Congestion heat map:
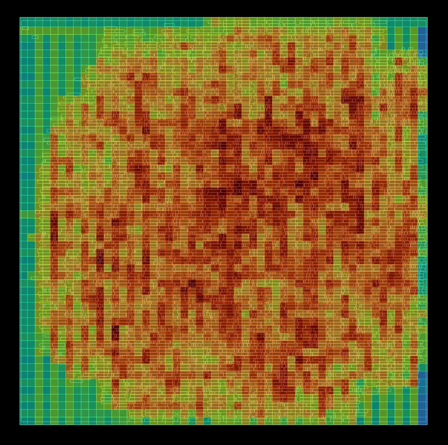
Pin placement:
Pins as bars across the die edge, other pins in gray.
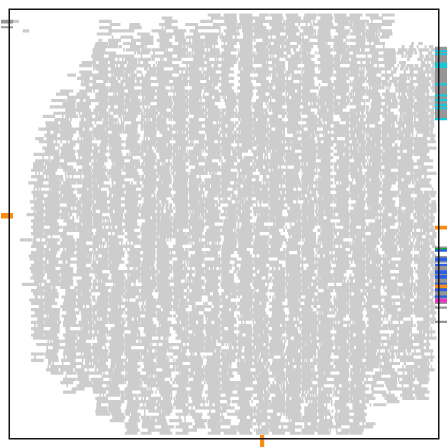
Sequential cells grouped by signal name:
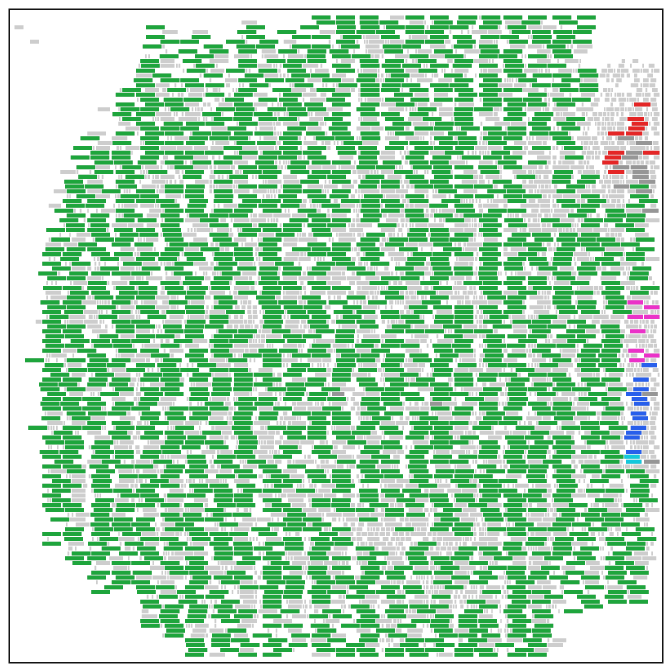
Routed clock nets over the placement:
The bar under the picture is 100 microns long.
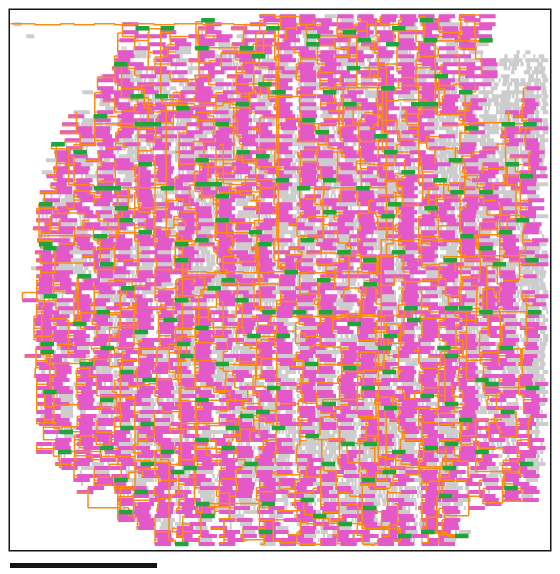
--- config.mk ---
export PLATFORM = sky130hd
export DESIGN_NAME = anim_sprite_src_flat
export DESIGN_NICKNAME = d
export VERILOG_FILES = /design/src/rtl/anim_sprite_src_if.sv /design/src/rtl/anim_sprite_src.sv /design/src/flat_wrapper.sv
export SDC_FILE = /design/constraint.sdc
export NUM_CORES = 2
export LEC_CHECK = 0
export ABC_AREA = 0
export CAP_MARGIN = 40
export CORE_MARGIN = 1
export CORE_UTILIZATION = 65
export DETAILED_ROUTE_END_ITERATION = 12
export GPL_ROUTABILITY_DRIVEN = 1
export PLACE_DENSITY = 0.81
export SYNTH_ARGS = -nofsm -noshare
export SYNTH_HDL_FRONTEND = slang
export SYNTH_SLANG_ARGS = --single-unit
--- constraint.sdc ---
create_clock -name clk -period 5.5 [get_ports clk]
set_clock_uncertainty 0.1 [all_clocks]
set_input_delay 1.375 -clock clk [delete_from_list [all_inputs] [get_ports clk]]
set_output_delay 1.375 -clock clk [all_outputs]
set_load 0.02 [all_outputs]
--- src/rtl/anim_sprite_src_if.sv ---
// Sprite RAM write bus: a loader drives pixel codes into the sprite store.
interface anim_sprite_src_if #(
  parameter int ADDR     = 10,
  parameter int PLT_BITS = 2
);
  logic                we;
  logic [ADDR-1:0]     addr_w;
  logic [PLT_BITS-1:0] pixel_in;

  modport master (output we, addr_w, pixel_in);
  modport slave  (input  we, addr_w, pixel_in);
endinterface

--- src/rtl/anim_sprite_src.sv ---
// Animated, mirrorable sprite source: 2-stage pixel pipeline (RAM read, palette)
// with a frame-tick driven animation sequencer.
module anim_sprite_src #(
  parameter int             CD         = 12,
  parameter int             H_SIZE     = 16,
  parameter int             V_SIZE     = 16,
  parameter int             NUM_FRAMES = 4,
  parameter int             PLT_BITS   = 2,
  parameter int             ANI_DIV    = 8,
  parameter logic [CD-1:0]  KEY_COLOR  = '0,
  localparam int            FID_W      = (NUM_FRAMES > 1) ? $clog2(NUM_FRAMES) : 1,
  localparam int            HB         = $clog2(H_SIZE),
  localparam int            VB         = $clog2(V_SIZE),
  localparam int            ADDR       = FID_W + VB + HB
) (
  input  logic              clk,
  input  logic              reset_n,
  input  logic [10:0]       x,
  input  logic [10:0]       y,
  input  logic [10:0]       x0,
  input  logic [10:0]       y0,
  input  logic [FID_W-1:0]  frame_sel,
  input  logic              auto_en,
  input  logic              hflip,
  input  logic              vflip,
  input  logic [CD-1:0]     body_color,
  anim_sprite_src_if.slave  wr,
  output logic [CD-1:0]     sprite_rgb,
  output logic              sprite_hit,
  output logic [FID_W-1:0]  cur_frame
);

  localparam logic [7:0] DIV_LAST = 8'(ANI_DIV - 1);

  typedef enum logic {MANUAL, AUTO} state_t;

  logic [11:0]         xr;
  logic [11:0]         yr;
  logic                in_region;
  logic [HB-1:0]       col;
  logic [VB-1:0]       row;
  logic [ADDR-1:0]     rd_addr;
  logic [PLT_BITS-1:0] mem [1<<ADDR];
  logic [PLT_BITS-1:0] rd_code;
  logic                in_region_s1;
  logic [CD-1:0]       pal_rgb;
  logic                pal_hit;
  logic [10:0]         prev_x;
  logic [10:0]         prev_y;
  logic                tick;
  state_t              state;
  logic [7:0]          tick_cnt;
  logic [FID_W-1:0]    frame_next;
  logic [FID_W-1:0]    frame_manual;

  // Zero-extended 12-bit difference: bit 11 set means the scan is left/above the origin.
  assign xr        = {1'b0, x} - {1'b0, x0};
  assign yr        = {1'b0, y} - {1'b0, y0};
  assign in_region = !xr[11] && (xr < 12'(H_SIZE)) && !yr[11] && (yr < 12'(V_SIZE));

  // Mirroring N-1-v on a power-of-two field is just a bitwise inversion.
  assign col     = hflip ? ~xr[HB-1:0] : xr[HB-1:0];
  assign row     = vflip ? ~yr[VB-1:0] : yr[VB-1:0];
  assign rd_addr = {cur_frame, row, col};

  // Read-before-write: a same-address read in the write cycle sees the old code.
  always_ff @(posedge clk) begin
    if (wr.we) begin
      mem[wr.addr_w] <= wr.pixel_in;
    end
    rd_code <= mem[rd_addr];
  end

  always_ff @(posedge clk or negedge reset_n) begin
    if (!reset_n) begin
      in_region_s1 <= 1'b0;
    end else begin
      in_region_s1 <= in_region;
    end
  end

  always_comb begin
    pal_rgb = KEY_COLOR;
    pal_hit = 1'b0;
    if (in_region_s1) begin
      case (rd_code)
        PLT_BITS'(0): begin
          pal_rgb = KEY_COLOR;
          pal_hit = 1'b0;
        end
        PLT_BITS'(1): begin
          pal_rgb = '1;
          pal_hit = 1'b1;
        end
        PLT_BITS'(2): begin
          pal_rgb = body_color;
          pal_hit = 1'b1;
        end
        PLT_BITS'(3): begin
          pal_rgb = '0;
          pal_hit = 1'b1;
        end
        default: begin
          pal_rgb = '1;
          pal_hit = 1'b1;
        end
      endcase
    end
  end

  always_ff @(posedge clk or negedge reset_n) begin
    if (!reset_n) begin
      sprite_rgb <= KEY_COLOR;
      sprite_hit <= 1'b0;
    end else begin
      sprite_rgb <= pal_rgb;
      sprite_hit <= pal_hit;
    end
  end

  // Previous position starts off-origin so the first (0,0) after reset ticks.
  always_ff @(posedge clk or negedge reset_n) begin
    if (!reset_n) begin
      prev_x <= 11'h7FF;
      prev_y <= 11'h7FF;
    end else begin
      prev_x <= x;
      prev_y <= y;
    end
  end

  assign tick = (x == '0) && (y == '0) && !((prev_x == '0) && (prev_y == '0));

  assign frame_next   = (NUM_FRAMES == 1) ? '0 : cur_frame + FID_W'(1);
  assign frame_manual = (NUM_FRAMES == 1) ? '0 : frame_sel;

  // The state register is the registered auto_en; cur_frame updates after the tick
  // cycle, so the tick pixel itself still reads the old frame.
  always_ff @(posedge clk or negedge reset_n) begin
    if (!reset_n) begin
      state     <= MANUAL;
      cur_frame <= '0;
      tick_cnt  <= '0;
    end else begin
      state <= auto_en ? AUTO : MANUAL;
      case (state)
        MANUAL: begin
          cur_frame <= frame_manual;
          tick_cnt  <= '0;
        end
        AUTO: begin
          if (tick) begin
            if (tick_cnt == DIV_LAST) begin
              tick_cnt  <= '0;
              cur_frame <= frame_next;
            end else begin
              tick_cnt <= tick_cnt + 8'd1;
            end
          end
        end
        default: begin
          cur_frame <= frame_manual;
          tick_cnt  <= '0;
        end
      endcase
    end
  end

endmodule
--- src/flat_wrapper.sv ---
// flat-port wrapper written by rule: the top's interface ports become plain ports
module anim_sprite_src_flat 
#(
  parameter int             CD         = 12,
  parameter int             H_SIZE     = 16,
  parameter int             V_SIZE     = 16,
  parameter int             NUM_FRAMES = 4,
  parameter int             PLT_BITS   = 2,
  parameter int             ANI_DIV    = 8,
  parameter logic [CD-1:0]  KEY_COLOR  = '0,
  localparam int            FID_W      = (NUM_FRAMES > 1) ? $clog2(NUM_FRAMES) : 1,
  localparam int            HB         = $clog2(H_SIZE),
  localparam int            VB         = $clog2(V_SIZE),
  localparam int            ADDR       = FID_W + VB + HB
)
  (clk, reset_n, x, y, x0, y0, frame_sel, auto_en, hflip, vflip, body_color, sprite_rgb, sprite_hit, cur_frame, wr_we, wr_addr_w, wr_pixel_in);
  anim_sprite_src_if #(.PLT_BITS(PLT_BITS)) wr_i ();
  input  logic clk;
  input  logic reset_n;
  input  logic [10:0] x;
  input  logic [10:0] y;
  input  logic [10:0] x0;
  input  logic [10:0] y0;
  input  logic [FID_W-1:0] frame_sel;
  input  logic auto_en;
  input  logic hflip;
  input  logic vflip;
  input  logic [CD-1:0] body_color;
  output logic [CD-1:0] sprite_rgb;
  output logic sprite_hit;
  output logic [FID_W-1:0] cur_frame;
  input wire logic [$bits(wr_i.we)-1:0] wr_we;
  input wire logic [$bits(wr_i.addr_w)-1:0] wr_addr_w;
  input wire logic [$bits(wr_i.pixel_in)-1:0] wr_pixel_in;
  assign wr_i.we = wr_we;
  assign wr_i.addr_w = wr_addr_w;
  assign wr_i.pixel_in = wr_pixel_in;
  anim_sprite_src #(.CD(CD), .H_SIZE(H_SIZE), .V_SIZE(V_SIZE), .NUM_FRAMES(NUM_FRAMES), .PLT_BITS(PLT_BITS), .ANI_DIV(ANI_DIV), .KEY_COLOR(KEY_COLOR)) u_core (.clk(clk), .reset_n(reset_n), .x(x), .y(y), .x0(x0), .y0(y0), .frame_sel(frame_sel), .auto_en(auto_en), .hflip(hflip), .vflip(vflip), .body_color(body_color), .wr(wr_i), .sprite_rgb(sprite_rgb), .sprite_hit(sprite_hit), .cur_frame(cur_frame));
endmodule
==> job_summary.md <==
## Synthesis and layout report

| Metric | Value |
|---|---|
| Status | `completed` |
| # fillers | `6,916` |
| CP delay by family, top | `buffers and inverters` |
| Cycle use final | `95.3%` |
| NetSw | `9.17 mW` |
| Final Max Slew Viols | `0` |
| Cell Int Power | `27.5 mW` |
| Post-layout util | `74.3%` |
| Yosys top cell by instances | `edfxtp_1` |
| Power, Total | `36.7 mW` |
| Total wire length | `239,000 microns` |
| Vias in the first global route | `53.0k` |
| Gr usage total | `35.9%` |
| Cell row count | `133` |
| GP Congestion | `0.902` |
| Sw Ratio | `25.0%` |
| Max_cap viols | `0` |
| Max-slew headroom | `20.8%` |
| Lkg Pwr | `31.0 nW` |
| Pre-antenna DRT Iters | `8` |
| Worst setup endpoint | `u_core.rd_code[1]$_DFF_P_` |
| WL met3 | `33,900 microns` |
| Total die size | `0.135 sq mm` |
| H-tree levels | `4` |
| Critical path fanouts, max | `26` |
| Pre-CTS setup slack | `-0.401 ns` |
| Core ar. | `0.132 sq mm` |
| Sequential cell area | `0.0627 sq mm` |
| Final setup vio count | `0` |
| R2R depth | `8` |
| Crit. path cell count | `15` |
| Late-Pin Clk Latency | `0.85 ns` |
| Post-synth EDFFs | `2,048` |
| GR Util met1 | `46.3%` |
| Syn Inst Count | `5,215` |
| P&R area growth vs syn | `12.9%` |
| Peak VDD IR | `0.283 mV` |
| Comb gate area | `0.0219 sq mm` |
| M1 WL | `76,200 microns` |
| Main flop type | `edfxtp_1` |
| Ys flops | `2,097` |
| Clock network power share | `37.5%` |
| Cells in synth_stat.txt | `5,215` |
| Min-Delay Path Class | `input pin to asynchronous set/reset pin` |
| CP Buf/Inv Count | `4` |
| Final Hold Violation Tally | `0` |
| First-pass GRT wire length | `348,000 microns` |
| Initial antenna violation count | `14` |
| Reg2Reg Setup Slack | `2.49 ns` |
| Most common logic cells in the final layout | `edfxtp_1 (2,048), nor2_1 (1,064), mux4_2 (506)` |
| Die width | `367 microns` |
| Setup Crit Path Kind | `input pin to register` |
| Total length of routed met2 wires | `113,000 microns` |
| Reg2Reg Capture Point | `u_core.rd_code[1]$_DFF_P_` |
| Vias/cell | `7.03` |
| Grt total ovfl | `0` |
| Hpwl dp | `139,000 microns` |
| Worst Setup SP | `x[0]` |
| Combinational share of power | `14.6%` |
| Reg clk slew, reported paths | `0.06 ns` |
| Fin Setup TNS | `0 ns` |
| Placed cells | `6,997` |
| DRC Markers | `0` |
| Max-area cell share | `70.9%` |
| Syn_area_per_cell | `16.6 sq um` |
## Picture notes: 'congestion heat map'
routing usage on met3: 9.18%
GR Layer Usage met2: 56.2%

## Picture notes: 'pin placement'
Key: `frame_sel` = magenta [pins 2, direction input, edge right]; `body_color` = blue [pins 12, direction input, edge right]; `sprite_hit` = green [pins 1, direction output, edge right]; `wr_addr_w` = orange [pins 10, direction input, edge 4 right, 3 bottom, 3 left]; `y` = cyan [pins 11, direction input, edge right]
All pins by edge: 82 right, 6 left, 3 bottom.

## Picture notes: 'sequential cells grouped by signal name'
Key: `u_core.mem` = green [flops 2,048, where widely spread]; `u_core.tick_cnt` = magenta [flops 8, where right middle]; `u_core.cur_frame` = cyan [flops 2]; `u_core.sprite_rgb` = blue [flops 12, where right middle]; `u_core.prev_x` = red [flops 11, where top right]

## Picture notes: 'routed clock nets over the placement'
Key: clock-net drivers = green [count 197]; flip-flops = magenta [count 2,097]; clock wires = orange [length 22.0 mm]
Position of the flops: widely spread. There are 198 routed clock nets.

state kept, by name, indices dropped and copies added, names as in the netlist:
signal,count
u_core.sprite_hit,1
u_core.state,1
u_core.sprite_rgb,12
u_core.in_region_s1,1
u_core.prev_x,11
u_core.tick_cnt,8
u_core.prev_y,11
u_core.cur_frame,2
u_core.rd_code,2
u_core.mem,2048
area by class of cell:
class	count	area share [%]
Sequential cell	2097	64.0
Multi-Input combinational cell	2673	22.4
Clock buffer	253	5.34
Timing Repair Buffer	422	4.59
Tap cell	1755	2.24
Clock inverter	112	1.24
Inverter	51	0.195
Antenna cell	2	0.00511
kinds of logic after synthesis:
kind of cell,synth area share [%]
xor+xnor,0.296
mux,13.9
simple gates,8.69
flops,72.3
fa+ha+maj,0.407
buf+inv,2.72
compound gates,1.72
No activity file was given, so power comes from the tool's default toggle rates.
